File: src/rtl/ldpc_pkg.sv
// Shared LDPC decoder constants and types.
// Used by the check-node message expander and its helpers.
package ldpc_pkg;

    localparam int BITS     = 8;
    localparam int DMAX     = 255;
    localparam int IDX_BITS = $clog2(DMAX);

    typedef logic signed [BITS-1:0] msg_t;
    typedef logic        [BITS-1:0] mag_t;
    typedef logic    [IDX_BITS-1:0] idx_t;
    typedef logic      [IDX_BITS:0] deg_t;

    typedef enum logic {
        IDLE = 1'b0,
        EMIT = 1'b1
    } state_t;

endpackage

File: src/rtl/offset_sat.sv
// Offset min-sum correction: subtract OFFSET from a magnitude,
// clamping at zero. Pure combinational.
module offset_sat
    import ldpc_pkg::*;
#(
    parameter int unsigned OFFSET = 1
) (
    input  logic [BITS-1:0] mag,
    output logic [BITS-1:0] mag_adj
);

    localparam mag_t OFF = mag_t'(OFFSET);

    assign mag_adj = (mag > OFF) ? mag - OFF : '0;

endmodule

File: src/rtl/cnu_msg_expand.sv
// Expands a compressed check-node result (min1, min2, idx_min, signs)
// into one offset min-sum check-to-variable message per edge.
module cnu_msg_expand
    import ldpc_pkg::*;
#(
    parameter int unsigned OFFSET = 1
) (
    input  logic                       clk,
    input  logic                       rst,
    input  logic                       in_valid,
    output logic                       in_ready,
    input  logic [BITS-1:0]            min1,
    input  logic [BITS-1:0]            min2,
    input  logic [IDX_BITS-1:0]        idx_min,
    input  logic [DMAX-1:0]            signs,
    input  logic [IDX_BITS:0]          deg,
    output logic                       out_valid,
    input  logic                       out_ready,
    output logic signed [BITS-1:0]     out_msg,
    output logic [IDX_BITS-1:0]        out_idx,
    output logic                       out_last
);

    state_t          state;
    idx_t            cnt;
    mag_t            min1_q;
    mag_t            min2_q;
    idx_t            idx_q;
    logic [DMAX-1:0] signs_q;
    deg_t            deg_q;
    logic            parity_q;

    logic            parity_in;
    logic            accept;

    mag_t            src_min1;
    mag_t            src_min2;
    idx_t            src_idx;
    logic [DMAX-1:0] src_signs;
    deg_t            src_deg;
    logic            src_parity;
    idx_t            e_next;

    mag_t            mag_sel;
    mag_t            mag_adj;
    logic            neg;
    msg_t            beat_msg;
    logic            beat_last;

    assign accept  = in_valid && in_ready;
    assign out_idx = cnt;

    // Overall sign parity over the node's active edges only.
    always_comb begin
        parity_in = 1'b0;
        for (int e = 0; e < DMAX; e++) begin
            if (e < int'(deg)) begin
                parity_in = parity_in ^ signs[e];
            end
        end
    end

    // First beat is built straight from the inputs so it appears one cycle
    // after accept; later beats come from the captured node.
    always_comb begin
        if (state == IDLE) begin
            src_min1   = min1;
            src_min2   = min2;
            src_idx    = idx_min;
            src_signs  = signs;
            src_deg    = deg;
            src_parity = parity_in;
            e_next     = '0;
        end else begin
            src_min1   = min1_q;
            src_min2   = min2_q;
            src_idx    = idx_q;
            src_signs  = signs_q;
            src_deg    = deg_q;
            src_parity = parity_q;
            e_next     = cnt + idx_t'(1);
        end
    end

    assign mag_sel = (e_next == src_idx) ? src_min2 : src_min1;

    offset_sat #(
        .OFFSET (OFFSET)
    ) u_offset_sat (
        .mag     (mag_sel),
        .mag_adj (mag_adj)
    );

    assign neg       = src_parity ^ src_signs[e_next];
    assign beat_msg  = neg ? msg_t'('0 - mag_adj) : msg_t'(mag_adj);
    assign beat_last = ({1'b0, e_next} == (src_deg - deg_t'(1)));

    always_ff @(posedge clk) begin
        if (rst) begin
            // NOTE: capture registers are cleared too, so a reset mid-node leaves no stale edge data behind.
            state     <= IDLE;
            cnt       <= '0;
            min1_q    <= '0;
            min2_q    <= '0;
            idx_q     <= '0;
            signs_q   <= '0;
            deg_q     <= '0;
            parity_q  <= 1'b0;
            in_ready  <= 1'b0;
            out_valid <= 1'b0;
            out_msg   <= '0;
            out_last  <= 1'b0;
        end else begin
            case (state)
                IDLE: begin
                    in_ready <= 1'b1;
                    if (accept) begin
                        min1_q   <= min1;
                        min2_q   <= min2;
                        idx_q    <= idx_min;
                        signs_q  <= signs;
                        deg_q    <= deg;
                        parity_q <= parity_in;
                        if (deg != '0) begin
                            state     <= EMIT;
                            in_ready  <= 1'b0;
                            out_valid <= 1'b1;
                            out_msg   <= beat_msg;
                            out_last  <= beat_last;
                            cnt       <= '0;
                        end
                    end
                end
                EMIT: begin
                    if (out_ready) begin
                        if (out_last) begin
                            state     <= IDLE;
                            in_ready  <= 1'b1;
                            out_valid <= 1'b0;
                            out_last  <= 1'b0;
                            cnt       <= '0;
                        end else begin
                            cnt      <= e_next;
                            out_msg  <= beat_msg;
                            out_last <= beat_last;
                        end
                    end
                end
                default: state <= IDLE;
            endcase
        end
    end

endmodule
File: config.mk
export PLATFORM = sky130hd
export DESIGN_NAME = cnu_msg_expand
export DESIGN_NICKNAME = d
export VERILOG_FILES = /design/src/rtl/ldpc_pkg.sv /design/src/rtl/offset_sat.sv /design/src/rtl/cnu_msg_expand.sv
export SDC_FILE = /design/constraint.sdc
export NUM_CORES = 1
export LEC_CHECK = 0
export CORE_MARGIN = 2
export CORE_UTILIZATION = 34
export CTS_CLUSTER_DIAMETER = 30
export DETAILED_ROUTE_END_ITERATION = 7
export GPL_ROUTABILITY_DRIVEN = 0
export GPL_TIMING_DRIVEN = 0
export PLACE_DENSITY_LB_ADDON = 0.05
export SLEW_MARGIN = 40
export SYNTH_ARGS = -nofsm -noshare
export SYNTH_HDL_FRONTEND = slang
export SYNTH_SLANG_ARGS = --single-unit
File: constraint.sdc
create_clock -name clk -period 6.3 [get_ports clk]
set_input_delay 1.575 -clock clk [delete_from_list [all_inputs] [get_ports clk]]
set_output_delay 1.575 -clock clk [all_outputs]
set_load 0.02 [all_outputs]
### Clock wires, drivers and flops

Drawn at 1 px/um.
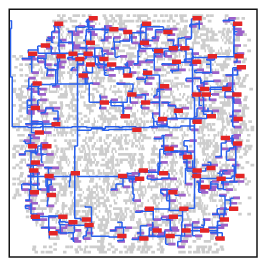
[blue] clock wires | length: 5890 um
[red] cells driving clock nets | count: 91
[purple] flip-flops | count: 309
flops lie: widely spread

### Cell placement

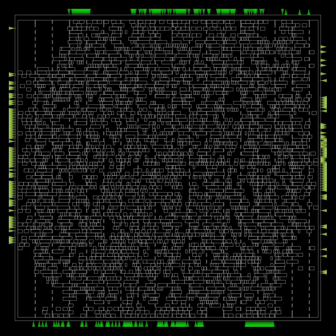
standard cell core area: 0.05792 sq mm
fraction of area in registers: 0.2231
sequential cell count of the final layout: 309
final core occ: 0.4789
total number of tap cells: 765

### Sequential cells coloured by netlist name

Drawn at 1 px/um. Other sequential cells in the stronger grey, the rest of the logic in the fainter grey.
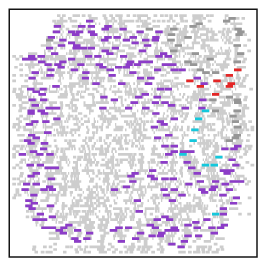
[purple] signs_q | flops: 255 | where: widely spread
[cyan] deg_q | flops: 9 | where: middle right
[red] idx_q | flops: 8
not coloured: 37

### Port wiring

Drawn at 2 px/um.
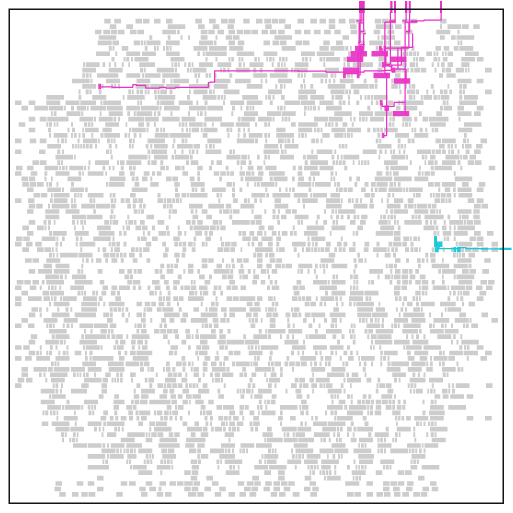
[magenta] min1 | direction: input | edge: top | end cells: 20 | buffers: 8 | wire: 572 um
[cyan] out_ready | direction: input | edge: right | end cells: 6 | buffers: 1 | wire: 44.1 um
number of I/O port buffers: 308
# IOs: 311

==> flow_summary.yaml <==
# synthesis and place-and-route metrics
run_status:
  outcome: "finished clean"
cells_and_area:
  clkCellAreaFrac: 0.1164
  stdcell_area_sq_mm: 0.02773
sta:
  post-route-period-util: 0.9921
  timing_worst_slew_pin_value_ns: 1.008
  timing.setup.tns_ns: 0
  timing.final.ws_setup_ns: 0.04979
  timing.fmax_mhz: 160.0
  maxSlewHeadroom: 0.3282
synth:
  synthArstFlopShare: 0
  synth-seq-area-share: 0.3099
global_route:
  grt.overflow.total: 0
  grt_pass1_wl_mm: 178.7
worst_setup_path:
  critical_path.n_buffers_inverters: 5
  arrival_ns: 6.81
clock_network:
  clkTransAtPathRegs_ns: 0.04
  cts_made_buffers: 91
floorplanning:
  placement_rows: 88
placement:
  post_dp_cell_area_sq_mm: 0.02415
routing:
  drt_iter0_markers: 3937
==> cell usage in the layout (no fill, tap or decap), types with 47 or more instances in the layout <==
master / instances
sky130_fd_sc_hd__buf_2: 47
sky130_fd_sc_hd__xor2_1: 60
sky130_fd_sc_hd__clkbuf_2: 55
sky130_fd_sc_hd__dfxtp_1: 309
sky130_fd_sc_hd__nand2_1: 679
sky130_fd_sc_hd__clkdlybuf4s50_1: 305
sky130_fd_sc_hd__xnor2_1: 137
sky130_fd_sc_hd__nor2_1: 89
sky130_fd_sc_hd__clkbuf_16: 92
sky130_fd_sc_hd__o21ai_0: 122
sky130_fd_sc_hd__a21oi_1: 366
sky130_fd_sc_hd__clkbuf_1: 85
sky130_fd_sc_hd__mux4_2: 79
==> final timing paths <==
kind	start	to	slack (ns)	depth (start not counted)
worst max-delay path	deg[4]	out_msg[6]	0.05	20
worst min-delay path	signs_q[222]	signs_q[222]	0.45	2
worst max register to register	out_idx[0]	out_msg[6]	0.18	16
worst min register to register	signs_q[222]	signs_q[222]	0.45	2
==> flip-flops by register name (all words and copies together), names as in the netlist <==
name,flops
deg_q,9
idx_q,8
in_ready,1
min1_q,8
min2_q,8
out_idx,8
out_last,1
out_msg,8
out_valid,1
parity_q,1
signs_q,255
state,1
==> cells by family (layout without fill, tap and decap cells) <==
logic type / Yosys count / after routing / synth area share
AND-OR/OR-AND: 720 / 720 / 0.2126
AND/OR/NAND/NOR: 935 / 935 / 0.2012
flip-flops: 309 / 309 / 0.3099
XOR/XNOR: 223 / 223 / 0.1075
multiplexers: 130 / 130 / 0.1165
adder cells (fa/ha/maj): 5 / 5 / 0.003134
other: 0 / 6 / 0
buffers and inverters: 226 / 709 / 0.04914
==> what timing repair did <==
item                       CTS  global route
buffers inserted             1             3
setup endpoints to repair    8             7
pin swaps                    1            13
resized                     13            81
